==> images/registers.png <==
(2 px per um) Other sequential cells in the stronger gray, the rest of the logic in the fainter gray.
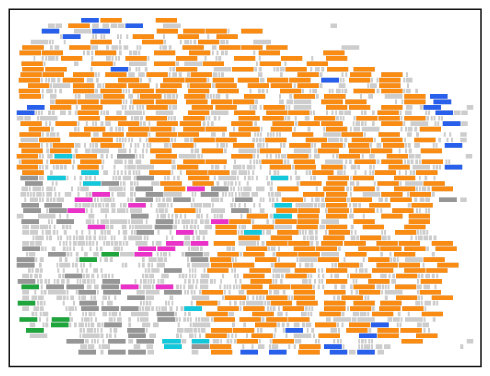
==> images/pdn.png <==
(1.5 px per um) Pins as bars on the die edge.
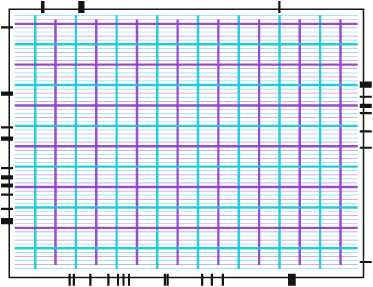
==> images/final_congestion.png <==
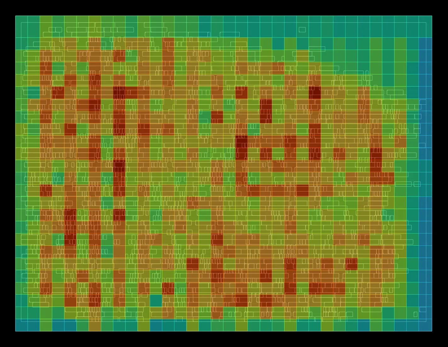
==> images/clock_map.png <==
(2 px per um)
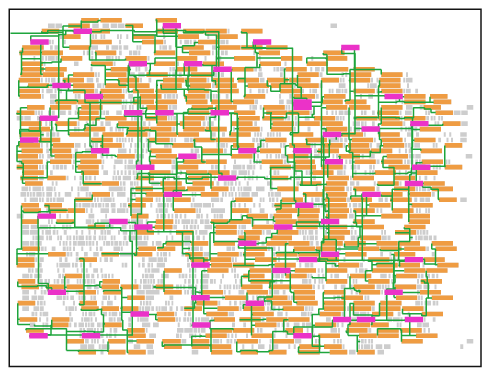
==> images/cell_classes.png <==
(2 px per um) Fill, decap, tap and diode cells in gray.
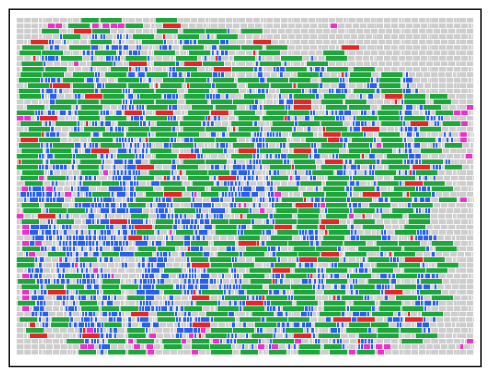
$ cat src/rtl/router_1xn_if.sv
// Byte-serial packet port and per-channel read side of the 1xN router.
// Handshake: a word moves on a rising edge when the source presents it and busy is low; busy is the inverse of ready.
interface router_1xn_if #(
    parameter int DATA_W = 8,
    parameter int N_CH   = 3
);
    logic                     pkt_valid;
    logic [DATA_W-1:0]        data_in;
    logic                     busy;
    logic [N_CH-1:0]          read_en;
    logic [N_CH*DATA_W-1:0]   data_out;
    logic [N_CH-1:0]          vld_out;
    logic                     err_parity;
    logic                     err_len;
    logic                     drop;
    logic [N_CH-1:0]          flush;

    modport master (
        output pkt_valid, data_in, read_en,
        input  busy, data_out, vld_out, err_parity, err_len, drop, flush
    );

    modport slave (
        input  pkt_valid, data_in, read_en,
        output busy, data_out, vld_out, err_parity, err_len, drop, flush
    );
endinterface

$ cat src/rtl/router_1xn.sv
// 1xN packet router: header decode, per-channel FIFOs, parity/length check,
// invalid-address drop and per-channel read-timeout flush.
module router_1xn #(
    parameter int DATA_W  = 8,
    parameter int N_CH    = 3,
    parameter int DEPTH   = 16,
    parameter int TIMEOUT = 30
) (
    input  logic        clk,
    input  logic        rst,
    router_1xn_if.slave bus,
    output logic [1:0]  fsm_state
);
    localparam int ADDR_W = (N_CH > 2) ? $clog2(N_CH) : 1;
    localparam int LEN_W  = DATA_W - ADDR_W;
    localparam int PTR_W  = $clog2(DEPTH);
    localparam int CNT_W  = PTR_W + 1;
    localparam int TO_W   = (TIMEOUT > 2) ? $clog2(TIMEOUT) : 1;
    localparam logic [ADDR_W:0]   N_CH_V  = (ADDR_W + 1)'(N_CH);
    localparam logic [CNT_W-1:0]  FULL_V  = CNT_W'(DEPTH);
    localparam logic [TO_W-1:0]   TO_LAST = TO_W'(TIMEOUT - 1);
    localparam logic [N_CH-1:0]   ONE     = {{(N_CH - 1){1'b0}}, 1'b1};

    typedef enum logic [1:0] {IDLE = 2'd0, WAIT_EMPTY = 2'd1, LOAD = 2'd2, DROP = 2'd3} state_t;
    state_t state, state_nx;

    logic [ADDR_W-1:0] tgt, hdr_addr;
    logic [DATA_W-1:0] hold_q, par_q, hdr_word, wr_data;
    logic [LEN_W-1:0]  len_q, pcnt_q;
    logic [N_CH-1:0]   empty, full, flush_now, push;
    logic              hdr_bad, tgt_full, tgt_empty, tgt_flush;
    logic              wr_en, start, fold, chk, drop_now, hold_ld, tgt_ld;

    assign hdr_addr  = bus.data_in[ADDR_W-1:0];
    assign hdr_bad   = {1'b0, hdr_addr} >= N_CH_V;
    assign tgt_full  = full[tgt];
    assign tgt_empty = empty[tgt];
    assign tgt_flush = flush_now[tgt];
    assign hdr_word  = (state == WAIT_EMPTY) ? hold_q : bus.data_in;
    assign wr_data   = hdr_word;
    assign push      = wr_en ? (ONE << ((state == IDLE) ? hdr_addr : tgt)) : '0;
    assign fsm_state = state;

    always_comb begin
        bus.busy = 1'b0;
        case (state)
            WAIT_EMPTY: bus.busy = 1'b1;
            LOAD:       bus.busy = tgt_full;
            default:    bus.busy = 1'b0;
        endcase
    end

    always_comb begin
        state_nx = state;
        wr_en    = 1'b0;
        start    = 1'b0;
        fold     = 1'b0;
        chk      = 1'b0;
        drop_now = 1'b0;
        hold_ld  = 1'b0;
        tgt_ld   = 1'b0;
        case (state)
            IDLE: if (bus.pkt_valid) begin
                if (hdr_bad) begin
                    state_nx = DROP;
                end else if (empty[hdr_addr]) begin
                    wr_en = 1'b1; start = 1'b1; tgt_ld = 1'b1; state_nx = LOAD;
                end else begin
                    hold_ld = 1'b1; tgt_ld = 1'b1; state_nx = WAIT_EMPTY;
                end
            end
            WAIT_EMPTY: begin
                if (tgt_flush) state_nx = DROP;
                else if (tgt_empty) begin
                    wr_en = 1'b1; start = 1'b1; state_nx = LOAD;
                end
            end
            LOAD: begin
                // A flush of the target abandons the packet; a parity word on that same edge ends it.
                if (tgt_flush) begin
                    if (!tgt_full && !bus.pkt_valid) begin
                        drop_now = 1'b1; state_nx = IDLE;
                    end else state_nx = DROP;
                end else if (!tgt_full) begin
                    wr_en = 1'b1;
                    if (bus.pkt_valid) fold = 1'b1;
                    else begin
                        chk = 1'b1; state_nx = IDLE;
                    end
                end
            end
            DROP: if (!bus.pkt_valid) begin
                drop_now = 1'b1; state_nx = IDLE;
            end
            default: state_nx = IDLE;
        endcase
    end

    always_ff @(posedge clk or negedge rst) begin
        if (!rst) begin
            state          <= IDLE;
            tgt            <= '0;
            hold_q         <= '0;
            par_q          <= '0;
            len_q          <= '0;
            pcnt_q         <= '0;
            bus.err_parity <= 1'b0;
            bus.err_len    <= 1'b0;
            bus.drop       <= 1'b0;
        end else begin
            state    <= state_nx;
            bus.drop <= drop_now;
            if (tgt_ld)  tgt    <= hdr_addr;
            if (hold_ld) hold_q <= bus.data_in;
            if (start) begin
                par_q          <= hdr_word;
                len_q          <= hdr_word[DATA_W-1:ADDR_W];
                pcnt_q         <= '0;
                bus.err_parity <= 1'b0;
                bus.err_len    <= 1'b0;
            end
            if (fold) begin
                par_q  <= par_q ^ bus.data_in;
                pcnt_q <= pcnt_q + 1'b1;
            end
            if (chk) begin
                bus.err_parity <= (par_q != bus.data_in);
                bus.err_len    <= (pcnt_q != len_q);
            end
        end
    end

    for (genvar i = 0; i < N_CH; i++) begin : g_ch
        logic [DATA_W-1:0] mem [DEPTH];
        logic [PTR_W-1:0]  wr_ptr, rd_ptr;
        logic [CNT_W-1:0]  count;
        logic [TO_W-1:0]   to_cnt;
        logic [DATA_W-1:0] dout_q;
        logic              flush_q, pop;

        assign empty[i]     = (count == '0);
        assign full[i]      = (count == FULL_V);
        assign pop          = bus.read_en[i] && !empty[i];
        assign flush_now[i] = !empty[i] && !bus.read_en[i] && (to_cnt == TO_LAST);
        assign bus.vld_out[i]                    = !empty[i];
        assign bus.flush[i]                      = flush_q;
        assign bus.data_out[i*DATA_W +: DATA_W] = dout_q;

        always_ff @(posedge clk) begin
            if (push[i]) mem[wr_ptr] <= wr_data;
        end

        always_ff @(posedge clk or negedge rst) begin
            if (!rst) begin
                wr_ptr  <= '0;
                rd_ptr  <= '0;
                count   <= '0;
                to_cnt  <= '0;
                dout_q  <= '0;
                flush_q <= 1'b0;
            end else begin
                flush_q <= flush_now[i];
                if (flush_now[i]) begin
                    wr_ptr <= '0;
                    rd_ptr <= '0;
                    count  <= '0;
                    to_cnt <= '0;
                    dout_q <= '0;
                end else begin
                    if (push[i]) wr_ptr <= wr_ptr + 1'b1;
                    if (pop) begin
                        rd_ptr <= rd_ptr + 1'b1;
                        dout_q <= mem[rd_ptr];
                    end
                    count <= count + CNT_W'(push[i]) - CNT_W'(pop);
                    if (!empty[i] && !bus.read_en[i]) to_cnt <= to_cnt + 1'b1;
                    else                              to_cnt <= '0;
                end
            end
        end
    end
endmodule

$ cat src/flat_wrapper.sv
// flat-port wrapper written by rule: the top's interface ports become plain ports
module router_1xn_flat 
#(
    parameter int DATA_W  = 8,
    parameter int N_CH    = 3,
    parameter int DEPTH   = 16,
    parameter int TIMEOUT = 30
)
  (clk, rst, fsm_state, bus_pkt_valid, bus_data_in, bus_read_en, bus_busy, bus_data_out, bus_vld_out, bus_err_parity, bus_err_len, bus_drop, bus_flush);
  router_1xn_if #(.DATA_W(DATA_W), .N_CH(N_CH)) bus_i ();
  input  logic clk;
  input  logic rst;
  output logic [1:0] fsm_state;
  input wire logic [$bits(bus_i.pkt_valid)-1:0] bus_pkt_valid;
  input wire logic [$bits(bus_i.data_in)-1:0] bus_data_in;
  input wire logic [$bits(bus_i.read_en)-1:0] bus_read_en;
  output wire logic [$bits(bus_i.busy)-1:0] bus_busy;
  output wire logic [$bits(bus_i.data_out)-1:0] bus_data_out;
  output wire logic [$bits(bus_i.vld_out)-1:0] bus_vld_out;
  output wire logic [$bits(bus_i.err_parity)-1:0] bus_err_parity;
  output wire logic [$bits(bus_i.err_len)-1:0] bus_err_len;
  output wire logic [$bits(bus_i.drop)-1:0] bus_drop;
  output wire logic [$bits(bus_i.flush)-1:0] bus_flush;
  assign bus_i.pkt_valid = bus_pkt_valid;
  assign bus_i.data_in = bus_data_in;
  assign bus_i.read_en = bus_read_en;
  assign bus_busy = bus_i.busy;
  assign bus_data_out = bus_i.data_out;
  assign bus_vld_out = bus_i.vld_out;
  assign bus_err_parity = bus_i.err_parity;
  assign bus_err_len = bus_i.err_len;
  assign bus_drop = bus_i.drop;
  assign bus_flush = bus_i.flush;
  router_1xn #(.DATA_W(DATA_W), .N_CH(N_CH), .DEPTH(DEPTH), .TIMEOUT(TIMEOUT)) u_core (.clk(clk), .rst(rst), .bus(bus_i), .fsm_state(fsm_state));
endmodule
$ cat config.mk
export PLATFORM = sky130hd
export DESIGN_NAME = router_1xn_flat
export DESIGN_NICKNAME = d
export VERILOG_FILES = /design/src/rtl/router_1xn_if.sv /design/src/rtl/router_1xn.sv /design/src/flat_wrapper.sv
export SDC_FILE = /design/constraint.sdc
export NUM_CORES = 1
export LEC_CHECK = 0
export ABC_AREA = 1
export CORE_ASPECT_RATIO = 0.75
export CORE_MARGIN = 3
export CORE_UTILIZATION = 55
export CTS_CLUSTER_SIZE = 10
export DETAILED_ROUTE_END_ITERATION = 16
export PLACE_DENSITY = 0.72
export RECOVER_POWER = 100
export SYNTH_ARGS = -nofsm -noshare
export SYNTH_HDL_FRONTEND = slang
export SYNTH_SLANG_ARGS = --single-unit
$ cat constraint.sdc
create_clock -name clk -period 4.71 [get_ports clk]
set_input_delay 0.471 -clock clk [delete_from_list [all_inputs] [get_ports clk]]
set_output_delay 0.471 -clock clk [all_outputs]
set_load 0.01 [all_outputs]
==> run summary <==
run status: complete, but fails checks
violated checks: max-capacitance violations, max-slew violations
Starting DRT DRC Count: 1,350
TAP cells: 512
DP HPWL: 29,300 um
dominant logic cell type in the layout: nand2_1
deepest clock path buffer count: 3
Logic pwr share: 32.2%
CP Depth: 22
Crit. End Element: flip-flop
number of enable flip-flop cells: 384
YS warnings: 0
met2 wire len: 22,100 um
Mean Syn Cell Area: 11.3 sq um
yosys stat area: 0.0217 sq mm
Reg-to-Reg End: u_core.g_ch[0].count[4]$_DFF_PN0_
Multi-Input Combinational: 1,190
share of cells above drive strength 1: 5.92%
fillers: 2,975
Yosys top cell by area: edfxtp_1
inverters: 130
Cell Type Count: 45
Sw Share: 36.2%
Tcrit/Tclk final: 81.9%
most frequent cells in the layout: nand2_1 (526), edfxtp_1 (384), a21oi_1 (182), inv_1 (115), dfrtp_1 (113)
Arrival @ worst endpoint: 4.30 ns
worst-margin pin slew: 2.28 ns
Mapped Cells: 1,911
largest net degree at the start of global routing: 81
# Cells Yosys: 1,911
Core Rows: 62
Final nets: 2,009
Hold Path Depth: 2
Net Count, Synth: 1,972
hold_ws: 0.468 ns
GR Util met3: 4.04%
crit path buf inv count: 5
clock slew at reported path FFs: 0.06 ns
Die Size: 0.0418 sq mm
Setup-failing EPs final: 0
Startpoint Class: flip-flop
biggest area cells: edfxtp_1 (53%), dfrtp_1 (13%), nand2_1 (8.8%)
DP Worst Slack: 1.08 ns
Min-Delay Startpoint: u_core.hold_q[6]$_DFFE_PN0P_
core area: 0.0386 sq mm
Final Max-Slew Violation Tally: 190
Synth-to-Final Area Change: 11.0%
Int Pwr: 9600 uW
Mux area share: 0%
max cap viols: 4
Final Hold Vio Count: 0
Post-Synth AOI/OAI Area: 10.5%
worst-path cell chain: inv_1 -> ha_1 -> nand3_1 -> nand2_1 -> nand3_1 -> nand2_1 -> nand2_4 -> nand2_1 -> inv_4 -> nand2_8 -> nand3_4 -> ha_1 -> inv_1 -> ha_1 -> inv_1 -> fa_1 -> inv_1 -> nand2_1 -> a21oi_1 -> nor2_1 -> xor2_1 -> nor2_1
top cells by count: nand2_1 (508), edfxtp_1 (384), a21oi_1 (182)
Root Buffer: clkbuf_16
number of global-route vias before repair: 14,000
slowest stage cell, crit path: nand3_1
Sequential Power: 6300 uW
setup TNS: 0 ns
Synth top cell by count: nand2_1
Back to the opening pictures, registers.png:
color	name in the netlist	flops
orange	u_core.g_ch.mem	384
blue	u_core.g_ch.dout_q	24
magenta	u_core.g_ch.count	15
cyan	u_core.g_ch.rd_ptr	12
green	u_core.par_q	8

Back to the opening pictures, pdn.png:
color	net
purple	VDD
cyan	VSS
met1 rails	63
signal pins	50
met4 straps	16
rows	62
Chip Height: 178 um
Die W: 235 um

Back to the opening pictures, final_congestion.png:
total track usage: 23.4%
post-DR wirelength/cell: 19.5 um
Layout Utilization: 62.4%

Back to the opening pictures, clock_map.png:
[green] clock wires | length: 5,720 um
[magenta] cells driving clock nets | count: 56
[orange] flip-flops | count: 500
flops lie	all over the die
Setup Skew: 0.0217 ns
Clock power frac: 25.9%
Clk. pwr: 3890 uW
later-pin clock latency in the skew report: 0.59 ns

Back to the opening pictures, cell_classes.png:
color	class	cells
blue	all other logic	1,320
magenta	other buffers and delay cells	70
red	clock drivers and dummy loads	102
green	flip-flops	500

-- timing repair --
item	in CTS	in global routing
setup buffers	0	0
endpoints found under the hold margin	19	0
hold buffers	1	0
-- state kept, by name, summed over array words and instances, names as in the netlist --
name	cells
u_core.bus.drop	1
u_core.bus.err_len	1
u_core.bus.err_parity	1
u_core.fsm_state	2
u_core.g_ch.count	15
u_core.g_ch.dout_q	24
u_core.g_ch.flush_q	3
u_core.g_ch.mem	384
u_core.g_ch.rd_ptr	12
u_core.g_ch.to_cnt	15
u_core.g_ch.wr_ptr	12
u_core.hold_q	8
u_core.len_q	6
u_core.par_q	8
u_core.pcnt_q	6
u_core.tgt	2
No activity file was given, so power comes from the tool's default toggle rates.
